File: src/rtl/fir_coeff_loader.sv
// Coefficient loader for fir_filter: takes NUM_TAPS bytes plus a mod-256
// checksum over valid/ready and writes them into the filter's tap memory.
//   state   | meaning
//   S_IDLE  | waiting for start, not accepting data
//   S_LOAD  | accepting taps, one filter write per accepted byte
//   S_CHECK | accepting the trailing checksum byte
//   S_DONE  | load finished, done/error held until next start
module fir_coeff_loader #(
    parameter int NUM_TAPS = 71,
    parameter int ADDR_W   = 7,
    parameter int COEFF_W  = 8
) (
    input  logic               clk,
    input  logic               rst_n,
    input  logic               start,
    input  logic               abort,
    input  logic               cfg_valid,
    input  logic [COEFF_W-1:0] cfg_data,
    output logic               cfg_ready,
    output logic               coeff_write,
    output logic [ADDR_W-1:0]  coeff_addr,
    output logic [COEFF_W-1:0] coeff_in,
    output logic               busy,
    output logic               done,
    output logic               error,
    output logic [ADDR_W-1:0]  taps_loaded
);

    typedef enum logic [1:0] {S_IDLE, S_LOAD, S_CHECK, S_DONE} state_t;

    state_t            state;
    state_t            state_next;
    logic              active;
    logic [ADDR_W-1:0] index;
    logic [7:0]        sum;
    logic              in_load;
    logic              do_abort;
    logic              do_start;
    logic              accept;
    logic              last_tap;

    assign in_load   = (state == S_LOAD) || (state == S_CHECK);
    assign do_abort  = abort && in_load;
    assign do_start  = start && !abort;
    // start/abort take priority over a byte offered in the same cycle
    assign accept    = cfg_valid && active && !start && !abort;
    assign last_tap  = (index == ADDR_W'(NUM_TAPS - 1));
    assign cfg_ready = active;
    assign busy      = active;

    always_ff @(posedge clk or negedge rst_n) begin
        if (!rst_n) begin
            state <= S_IDLE;
        end else begin
            state <= state_next;
        end
    end

    always_comb begin
        state_next = state;
        case (state)
            S_IDLE:  state_next = S_IDLE;
            S_LOAD:  if (accept && last_tap) state_next = S_CHECK;
            S_CHECK: if (accept) state_next = S_DONE;
            S_DONE:  state_next = S_DONE;
            default: state_next = S_IDLE;
        endcase
        if (do_abort) begin
            state_next = S_IDLE;
        end else if (do_start) begin
            state_next = S_LOAD;
        end
    end

    always_ff @(posedge clk or negedge rst_n) begin
        if (!rst_n) begin
            active      <= 1'b0;
            coeff_write <= 1'b0;
            coeff_addr  <= '0;
            coeff_in    <= '0;
            done        <= 1'b0;
            error       <= 1'b0;
            taps_loaded <= '0;
            index       <= '0;
            sum         <= '0;
        end else begin
            active      <= (state_next == S_LOAD) || (state_next == S_CHECK);
            coeff_write <= 1'b0;
            if (do_abort) begin
                error <= 1'b1;
                done  <= 1'b0;
            end else if (do_start) begin
                index       <= '0;
                sum         <= '0;
                done        <= 1'b0;
                error       <= 1'b0;
                taps_loaded <= '0;
            end else if (accept && state == S_LOAD) begin
                coeff_write <= 1'b1;
                coeff_addr  <= index;
                coeff_in    <= cfg_data;
                sum         <= sum + cfg_data[7:0];
                taps_loaded <= taps_loaded + ADDR_W'(1);
                if (!last_tap) begin
                    index <= index + ADDR_W'(1);
                end
            end else if (accept && state == S_CHECK) begin
                done  <= 1'b1;
                error <= (cfg_data[7:0] != sum);
            end
        end
    end

endmodule

File: config.mk
export PLATFORM = sky130hd
export DESIGN_NAME = fir_coeff_loader
export DESIGN_NICKNAME = d
export VERILOG_FILES = /design/src/rtl/fir_coeff_loader.sv
export SDC_FILE = /design/constraint.sdc
export NUM_CORES = 1
export LEC_CHECK = 0
export ABC_AREA = 1
export CORE_MARGIN = 3
export CORE_UTILIZATION = 53
export CTS_BUF_LIST = sky130_fd_sc_hd__clkbuf_4 sky130_fd_sc_hd__clkbuf_8 sky130_fd_sc_hd__clkbuf_16
export DETAILED_ROUTE_END_ITERATION = 16
export PLACE_DENSITY = 0.77
export SETUP_SLACK_MARGIN = 0.15
export SLEW_MARGIN = 0
export SYNTH_ARGS = -nofsm -noshare
export SYNTH_HDL_FRONTEND = slang
export SYNTH_SLANG_ARGS = --single-unit
File: constraint.sdc
create_clock -name clk -period 1.7 [get_ports clk]
set_input_delay 0.51 -clock clk [delete_from_list [all_inputs] [get_ports clk]]
set_output_delay 0.51 -clock clk [all_outputs]
set_load 0.01 [all_outputs]
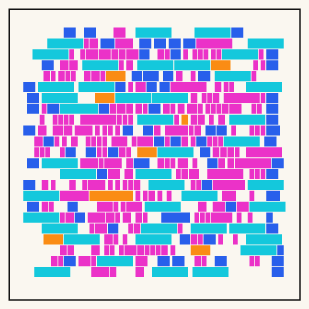
Run 1: cell classes on the final placement
Scale: 4 px per µm.
remaining logic cells -> magenta  # cells 230, share of their area 43%
clock drivers and dummy loads -> orange  # cells 8, share of their area 3.8%
remaining buffers and delay cells -> blue  # cells 70, share of their area 19%
registers -> cyan  # cells 43, share of their area 34%
Core Region: 4120 µm²
Core Util, Final: 77.7%
Final Instance Area: 3200 µm²
row count: 23
flop share of the area: 33.7%

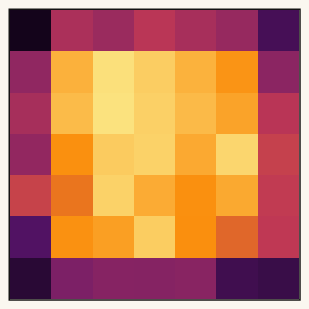
Run 1: placement density heat map
Scale: 4 px per µm. The die is cut into 7 by 7 equal tiles; black is low, pale yellow is high, 0 to 100% covered.
densest ninth of the die = middle
fullest tile = 94%
mean over tiles = 60%
Initial Util: 56.6%

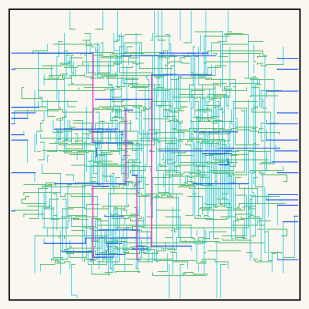
Run 1: routed metal, one colour a layer
Scale: 4 px per µm.
M2 -> cyan  # wire length 2820 µm
M1 -> green  # wire length 2320 µm
M3 -> blue  # wire length 416 µm
M4 -> magenta  # wire length 123 µm
Detailed Route WL: 5690 µm
All-Layer GR Usage: 22.7%
Vias: 2128
WL/cell: 14.2 µm

==> qor.txt, run 1 <==
Status -> complete, no violations
Final max-slew violation count -> 0
Tot Pwr -> 2.34 mW
Yosys stat area -> 2330 µm²
Sequential power share -> 47.8%
Die height -> 72.3 µm
Antenna Nets Post-Route -> 0
Global-route wire length before repair -> 9200 µm
Reg2reg setup slack -> 0.17 ns
Rel. slew slack -> 70.6%
Die X -> 72.3 µm
P_sw -> 0.608 mW
Crit path DRT -> 1.89 ns
Largest net degree at the start of global routing -> 20
Final Wtd Congestion -> 0.911
Gate power share -> 16.1%
CP startpoint -> cfg_data[0]
Number of diodes -> 0
Fraction of layout cells with a size suffix above 1 -> 21.7%
VDD IR-drop max -> 0.755 mV
Num CTS Buffers -> 5
Yosys warnings -> 0
Netlist cell types -> 31
Clk_skew -> 0.00391 ns
Hold_buf cts -> 0
CP Capture Type -> register
Late-Pin Clk Latency -> 0.31 ns
Critical-path maximum fanout -> 3
-- run 1: cell families after synthesis --
family	synth area share [%]
simple gates	23.8
compound gates	11.3
flops	46.2
buf+inv	7.14
fa+ha+maj	8.92
xor+xnor	2.63
-- run 1: cells in the final DEF (no fill, tap or decap), types with 5 or more instances in the layout --
cell type,instances
dfrtp_1,42
nand3_1,10
buf_4,28
ha_4,7
clkbuf_8,6
nor2_1,17
dlygate4sd2_1,34
inv_2,5
o21ai_1,10
ha_1,7
nand2_1,83
nand4_1,5
inv_1,21
a21oi_1,11
o21ai_0,14
-- run 1: stage by stage --
| step | cells | instance area [µm²] | hold slack [ns] | utilization (%) |
|---|---|---|---|---|
| 2_1_floorplan | 280 | 2330 | 0.214 | - |
| 3_3_place_gp | 383 | 2910 | 0.453 | 70.6 |
| 3_5_place_dp | 383 | 2910 | 0.458 | 70.6 |
| 4_1_cts | 397 | 3100 | 0.148 | 75.3 |
| 5_1_grt | 401 | 3200 | 0.143 | 77.7 |
| 6_report | 401 | 3200 | 0.136 | 77.7 |
-- run 1: sequential cells by signal, summed over array words and instances, names as in the netlist --
signal and cells:
coeff_in 8, sum 8, coeff_addr 7, index 7, taps_loaded 7, state 2, busy 1, coeff_write 1
done 1, error 1
-- run 1: worst max-delay path: stages --
cell and delay [ns]:
clkdlybuf4s15_1 0.20, ha_2 0.20, fa_2 0.36, buf_4 0.15
xnor2_1 0.22, o21ai_1 0.09
-- run 1: cells in the mapped netlist, drive strengths merged --
master,n,area share [%]
a31oi,1,0.27
nand2,90,15
xor2,4,1.5
inv,28,4.5
o21ai,24,5.2
fa,1,0.86
o211ai,1,0.32
ha,15,8.1
nor3,3,0.64
a22o,2,0.75
o21a,1,0.32
dfrtp,43,46
nand3,11,2.4
clkbuf,2,0.32
o22ai,3,0.81
buf,7,2.3
a21oi,15,3.7
nand4,5,1.3
xnor2,3,1.1
nor2,20,3.7
nand3b,1,0.32
-- run 1: routing by layer --
layer	vias to the layer above	wire length [µm]	share of wire (%)	global-route usage, %
met5	-	0	0	0
met4	0	123	2.2	8.98
met3	14	415	7.3	5.54
met2	76	2820	50	39.3
met1	989	2320	41	26.9
li1	1049	-	-	-
-- run 1: timing repair --
| action | in CTS | in global routing |
|---|---|---|
| endpoints found under the setup margin | 45 | 30 |
| gates resized | 46 | 27 |
| gates cloned | 1 | 1 |
| setup buffers | 5 | 3 |
| pin swaps | 9 | 9 |
-- run 1: area by class of cell --
type | count | area [µm²] | share of cell area, %
clock buffers | 6 | 82.6 | 2.58
clock inverters | 2 | 35.0 | 1.10
inverters | 28 | 111 | 3.48
multi-input cells | 201 | 1230 | 38.4
flip-flops and latches | 43 | 1080 | 33.7
well taps | 50 | 62.6 | 1.96
repair buffers | 70 | 591 | 18.5
repair inverters | 1 | 7.51 | 0.235
-- run 1: power groups by stage --
stage | logic (mW) | registers (mW) | clock network (mW)
2_1_floorplan | 0.138 | 1.16 | 0
3_3_place_gp | 0.365 | 1.14 | 0
3_5_place_dp | 0.372 | 1.14 | 0
4_1_cts | 0.353 | 1.12 | 0.847
5_1_grt | 0.423 | 1.13 | 0.895
6_report | 0.378 | 1.12 | 0.844
--- run 2 (diff from run 1) ---
--- a/config.mk
+++ b/config.mk
@@ -6,11 +6,11 @@
 export NUM_CORES = 1
 export LEC_CHECK = 0
 export ABC_AREA = 1
-export CORE_MARGIN = 3
 export CORE_UTILIZATION = 53
 export CTS_BUF_LIST = sky130_fd_sc_hd__clkbuf_4 sky130_fd_sc_hd__clkbuf_8 sky130_fd_sc_hd__clkbuf_16
 export DETAILED_ROUTE_END_ITERATION = 16
 export PLACE_DENSITY = 0.77
+export RECOVER_POWER = 25
 export SETUP_SLACK_MARGIN = 0.15
 export SLEW_MARGIN = 0
 export SYNTH_ARGS = -nofsm -noshare
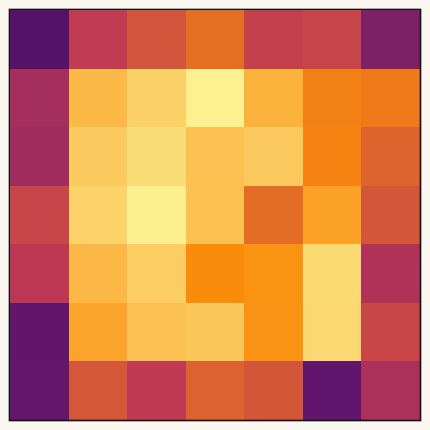
Run 2: placement density heat map
Scale: 6 px per µm. The die is cut into 7 by 7 equal tiles; black is low, pale yellow is high, 0 to 100% covered.
Core Util, Final: 77.7%

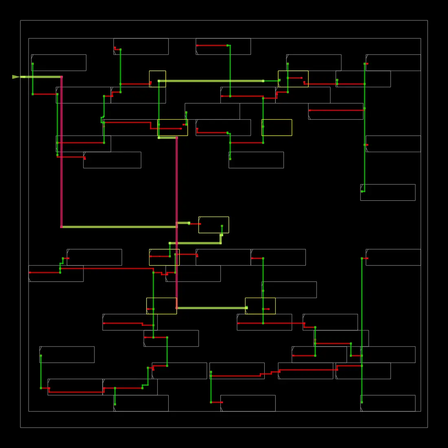
Run 2: the clock network
clkbuf count: 7
Late-Pin Clk Latency: 0.30 ns
clk_skew: 0.00789 ns
Num CTS Buffers: 5

==> run 2 against run 1 <==
Against the previous run:
- clock power decreased by 14%
- synthesized area unchanged
- hold slack improved by 0.22 ns
- critical endpoint is now taps_loaded[1]
- utilization increased by 0.061 points
- non-clock buffer count increased by 3
- via count decreased by 0.28%
- routed wire length decreased by 1.6%
- sequential power about the same
- die size decreased by 11%
- critical path depth decreased by 5
- clock-buffer cell count increased by 1
==> qor.txt, run 2 <==
Status -> complete, no violations
Initial Util -> 56.6%
Hold_buf cts -> 0
Gate power share -> 17.0%
Most frequent logic cell in the layout -> nand2_1
P_sw -> 0.594 mW
Final Wtd Congestion -> 0.891
Critical-path maximum fanout -> 4
Reg2reg setup slack -> 0.16 ns
Placed cell count -> 383
Die height -> 68.3 µm
Final non-filler cell total -> 403
Simple share -> 23.8%
Vias -> 2122
Netlist cell types -> 31
Largest net degree at the start of global routing -> 31
Cell taking the most area after synthesis -> dfrtp_1
All-Layer GR Usage -> 26.1%
Stages on the worst setup path -> 1
Final max-slew violation count -> 0
Ys async rst share -> 100%
Register area -> 1080 µm²
Yosys warnings -> 0
-- run 2: cell counts after synthesis --
No cell type changed its count.
-- run 2: final cells by class --
cell class / count / area share (%)
repair buffers: 73 / 19.2
flip-flops and latches: 43 / 33.7
clock buffers: 7 / 3.01
repair inverters: 1 / 0.235
inverters: 28 / 3.40
clock inverters: 1 / 0.235
multi-input cells: 200 / 38.3
well taps: 50 / 1.96
-- run 2: how the worst min path moves through the flow --
stage	startpoint	end	slack (ns)	cells past startpoint
floorplan	rst_n	busy$_DFF_PN0_	0.21	0
global route	rst_n	coeff_in[0]$_DFFE_PN0P_	0.41	1
detailed placement	rst_n	coeff_in[0]$_DFFE_PN0P_	0.46	1
CTS	rst_n	coeff_in[0]$_DFFE_PN0P_	0.15	1
global placement	coeff_in[3]$_DFFE_PN0P_	coeff_in[3]$_DFFE_PN0P_	0.45	2
finish	rst_n	coeff_in[0]$_DFFE_PN0P_	0.36	1
-- run 2: per-layer routing --
metal | wire [µm] | global-route usage (%)
met5 | 0 | 0
met4 | 167 | 12.5
met3 | 275 | 5.83
met2 | 2700 | 41.1
met1 | 2450 | 33.8
-- run 2: cells by family (layout without fill, tap and decap cells) --
logic type / count (synthesis) / in the layout
DFF: 43 / 43
xor gates and xnor gates: 7 / 7
adders and majority gates: 16 / 16
buffers and inverters: 37 / 110
AOI/OAI and AO/OA: 47 / 47
and+or+nand+nor: 130 / 130
-- run 2: repair_timing --
| item | CTS | global route |
|---|---|---|
| setup buffers | 4 | 7 |
| pin swaps | 9 | 12 |
| endpoints found under the setup margin | 45 | 23 |
| gates cloned | 1 | 0 |
| resized | 47 | 22 |
-- run 2: power groups by stage --
stage | Clock [mW] | Sequential [mW] | Combinational [mW]
after floorplan | 0 | 1.16 | 0.138
after global placement | 0 | 1.14 | 0.366
after detailed placement | 0 | 1.14 | 0.376
after CTS | 0.735 | 1.12 | 0.356
after global routing | 0.791 | 1.13 | 0.425
final | 0.724 | 1.12 | 0.379
--- run 3 (diff from run 2) ---
--- a/config.mk
+++ b/config.mk
@@ -6,6 +6,7 @@
 export NUM_CORES = 1
 export LEC_CHECK = 0
 export ABC_AREA = 1
+export CORE_MARGIN = 2
 export CORE_UTILIZATION = 53
 export CTS_BUF_LIST = sky130_fd_sc_hd__clkbuf_4 sky130_fd_sc_hd__clkbuf_8 sky130_fd_sc_hd__clkbuf_16
 export DETAILED_ROUTE_END_ITERATION = 16
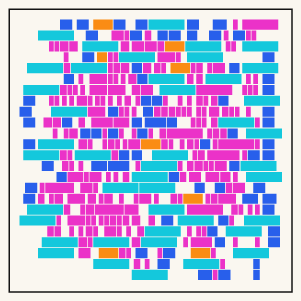
Run 3: cell classes on the final placement
Scale: 4 px per µm.
clock drivers and dummy loads -> orange  # cells 8, share of their area 3.3%
remaining logic cells -> magenta  # cells 229, share of their area 42%
registers -> cyan  # cells 43, share of their area 34%
remaining buffers and delay cells -> blue  # cells 74, share of their area 20%
Final Instance Area: 3190 µm²
Core Util, Final: 74.4%
flop share of the area: 33.7%

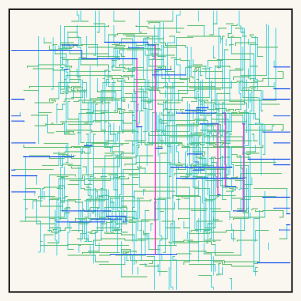
Run 3: routed metal, one colour a layer
Scale: 4 px per µm.
M2 -> cyan  # wire length 2720 µm
M1 -> green  # wire length 2310 µm
M4 -> magenta  # wire length 127 µm
M3 -> blue  # wire length 298 µm
Vias: 2126
WL/cell: 13.4 µm
Detailed Route WL: 5450 µm
All-Layer GR Usage: 23.0%

==> run 3 against run 2 <==
Against the previous run:
- worst setup slack lost 0.017 ns
- clock-buffer cell count did not move
- critical endpoint is now busy$_DFF_PN0_
- highest routed layer unchanged
- via count grew 0.19%
- die size up 5.9%
- largest power group unchanged
- cell count increased by 0.74%
- power fell by 1.3%
- synthesized area unchanged
- maximum frequency is 1.1% lower
- cell area shrank 0.16%
- utilization decreased by 3.4 points
- sequential power barely moved
- non-clock buffer count increased by 1
==> qor.txt, run 3 <==
Status -> complete, no violations
Yosys warnings -> 0
Core Region -> 4290 µm²
Most frequent cells after synthesis -> 85 x nand2_1, 43 x dfrtp_1, 26 x inv_1
Most numerous logic cells after layout -> 83 x nand2_1, 43 x dfrtp_1, 35 x dlygate4sd2_1, 30 x buf_4, 23 x inv_1
Final Wtd Congestion -> 0.789
Fa+ha+maj area frac -> 8.92%
Critical-path maximum fanout -> 5
Slowest cell on the critical path -> dfrtp_1
Cell taking the most area after synthesis -> dfrtp_1
Crit path top cell by count -> nand2_1
Dominant cell area share -> 46.2%
Ao+oa area frac -> 11.3%
Synth Flop Type -> dfrtp_1
Count of library flops with an enable pin -> 0
Netlist cell types -> 31
Num CTS Buffers -> 5
Pleak -> 1.68 nW
Placed Area -> 2920 µm²
Late-Pin Clk Latency -> 0.30 ns
Row count -> 24
Max incr delay on CP -> 0.41 ns
Top Registers -> coeff_in: 8 flops, sum: 8 flops
Simple share -> 23.8%
Layout net count -> 382
Crit path DRT -> 1.89 ns
Largest cells by area -> dfrtp_1 46%, nand2_1 14%, ha_1 8.1%
Fraction of layout cells with a size suffix above 1 -> 21.8%
Final max-slew violation count -> 0
Yosys stat area -> 2330 µm²
Global-route wire length before repair -> 9050 µm
Initial Util -> 54.3%
Largest net degree at the start of global routing -> 44
Worst path cell trace -> inv_2 -> ha_1 -> nand3_1 -> nor2_2 -> nand2_1 -> nand2_1 -> nand2_1 -> nand2_1 -> nand2_1 -> nand2_1 -> nand2_1
Post-synth mux share -> 0%
Vias in the first global route -> 2065
Most frequent logic cell in the layout -> nand2_1
Hold WS -> 0.466 ns
XOR Share, Synth -> 2.63%
CP Capture Type -> register
VDD IR-drop max -> 0.566 mV
Largest logic family -> simple AND/OR/NAND/NOR gates
Ys async rst share -> 100%
Synth top cell by count -> nand2_1
Number of diodes -> 0
Rel. slew slack -> 28.8%
Antenna Nets Post-Route -> 0
Die height -> 70.3 µm
Die X -> 70.3 µm
Clk_skew -> 0.00673 ns
run 3: cell count changes in the layout (fill, tap and decap cells not counted), sizes merged:
cell	previous run	this run
clkinvlp	3	1
nand2	90	91
clkdlybuf4s15	0	2
inv	27	28
dlymetal6s2s	1	0
clkbuf	9	8
buf	34	35
run 3: worst paths after layout:
| path | startpoint | slack [ns] | cells after the start | to |
|---|---|---|---|---|
| worst max register to register | index[0]$_DFFE_PN0P_ | 0.14 | 11 | busy$_DFF_PN0_ |
| worst min-delay path | coeff_in[1]$_DFFE_PN0P_ | 0.47 | 2 | coeff_in[1]$_DFFE_PN0P_ |
| min in group asynchronous | rst_n | 0.48 | 2 | coeff_in[1]$_DFFE_PN0P_ |
| worst min register to register | coeff_in[1]$_DFFE_PN0P_ | 0.47 | 2 | coeff_in[1]$_DFFE_PN0P_ |
| max in group asynchronous | rst_n | 0.57 | 2 | index[6]$_DFFE_PN0P_ |
| worst max-delay path | index[0]$_DFFE_PN0P_ | 0.14 | 11 | busy$_DFF_PN0_ |
run 3: metal layers:
layer  wire length (µm)  vias up  GRT usage, %
li1                   -     1053             -
met1               2310      987          28.1
met2               2720       74          39.3
met3                298       12          4.47
met4                127        0          9.83
met5                  0        -             0
run 3: kinds of logic after synthesis:
family                     Yosys count
AOI/OAI and AO/OA                   47
DFF                                 43
and+or+nand+nor                    130
xor gates and xnor gates             7
buffers and inverters               37
adders and majority gates           16
run 3: cell type report:
class | instances | area [µm²] | share of cell area, %
sequential | 43 | 1080 | 33.7
timing repair buffer | 74 | 624 | 19.6
clock buffer | 7 | 96.3 | 3.02
clock inverter | 1 | 7.51 | 0.235
multi-input combinational | 201 | 1220 | 38.1
inverter | 28 | 108 | 3.37
tap | 52 | 65.1 | 2.04
run 3: power breakdown:
| part | internal (mW) | switching (mW) | total, mW |
|---|---|---|---|
| logic | 0.161 | 0.190 | 0.351 |
| registers | 1.08 | 0.0390 | 1.12 |
| clock network | 0.369 | 0.354 | 0.724 |
run 3: worst max-delay path, delay by kind of cell (launching register included):
| kind | cells | cell delay (ns) |
|---|---|---|
| adder cells (fa/ha/maj) | 1 | 0.18 |
| flip-flops | 1 | 0.41 |
| AND/OR/NAND/NOR | 9 | 0.76 |
| buffers and inverters | 1 | 0.09 |
run 3: what timing repair did:
| action | CTS | global route |
|---|---|---|
| endpoints found under the setup margin | 43 | 21 |
| pin swaps | 9 | 2 |
| hold buffers | 0 | 0 |
| resized | 57 | 11 |
| setup buffers | 6 | 4 |
| cloned | 1 | 0 |
run 3: metrics by stage:
step	power, mW	setup slack [ns]	cells	TNS [ns]
6_report	2.20	0.139	406	0
5_1_grt	2.29	0.00187	406	0
4_1_cts	2.21	0.169	402	0
3_5_place_dp	1.51	-0.412	387	-6.71
3_3_place_gp	1.50	-0.350	387	-5.69
2_1_floorplan	1.30	0.152	280	0
Power is estimated from default activity; no workload was simulated.
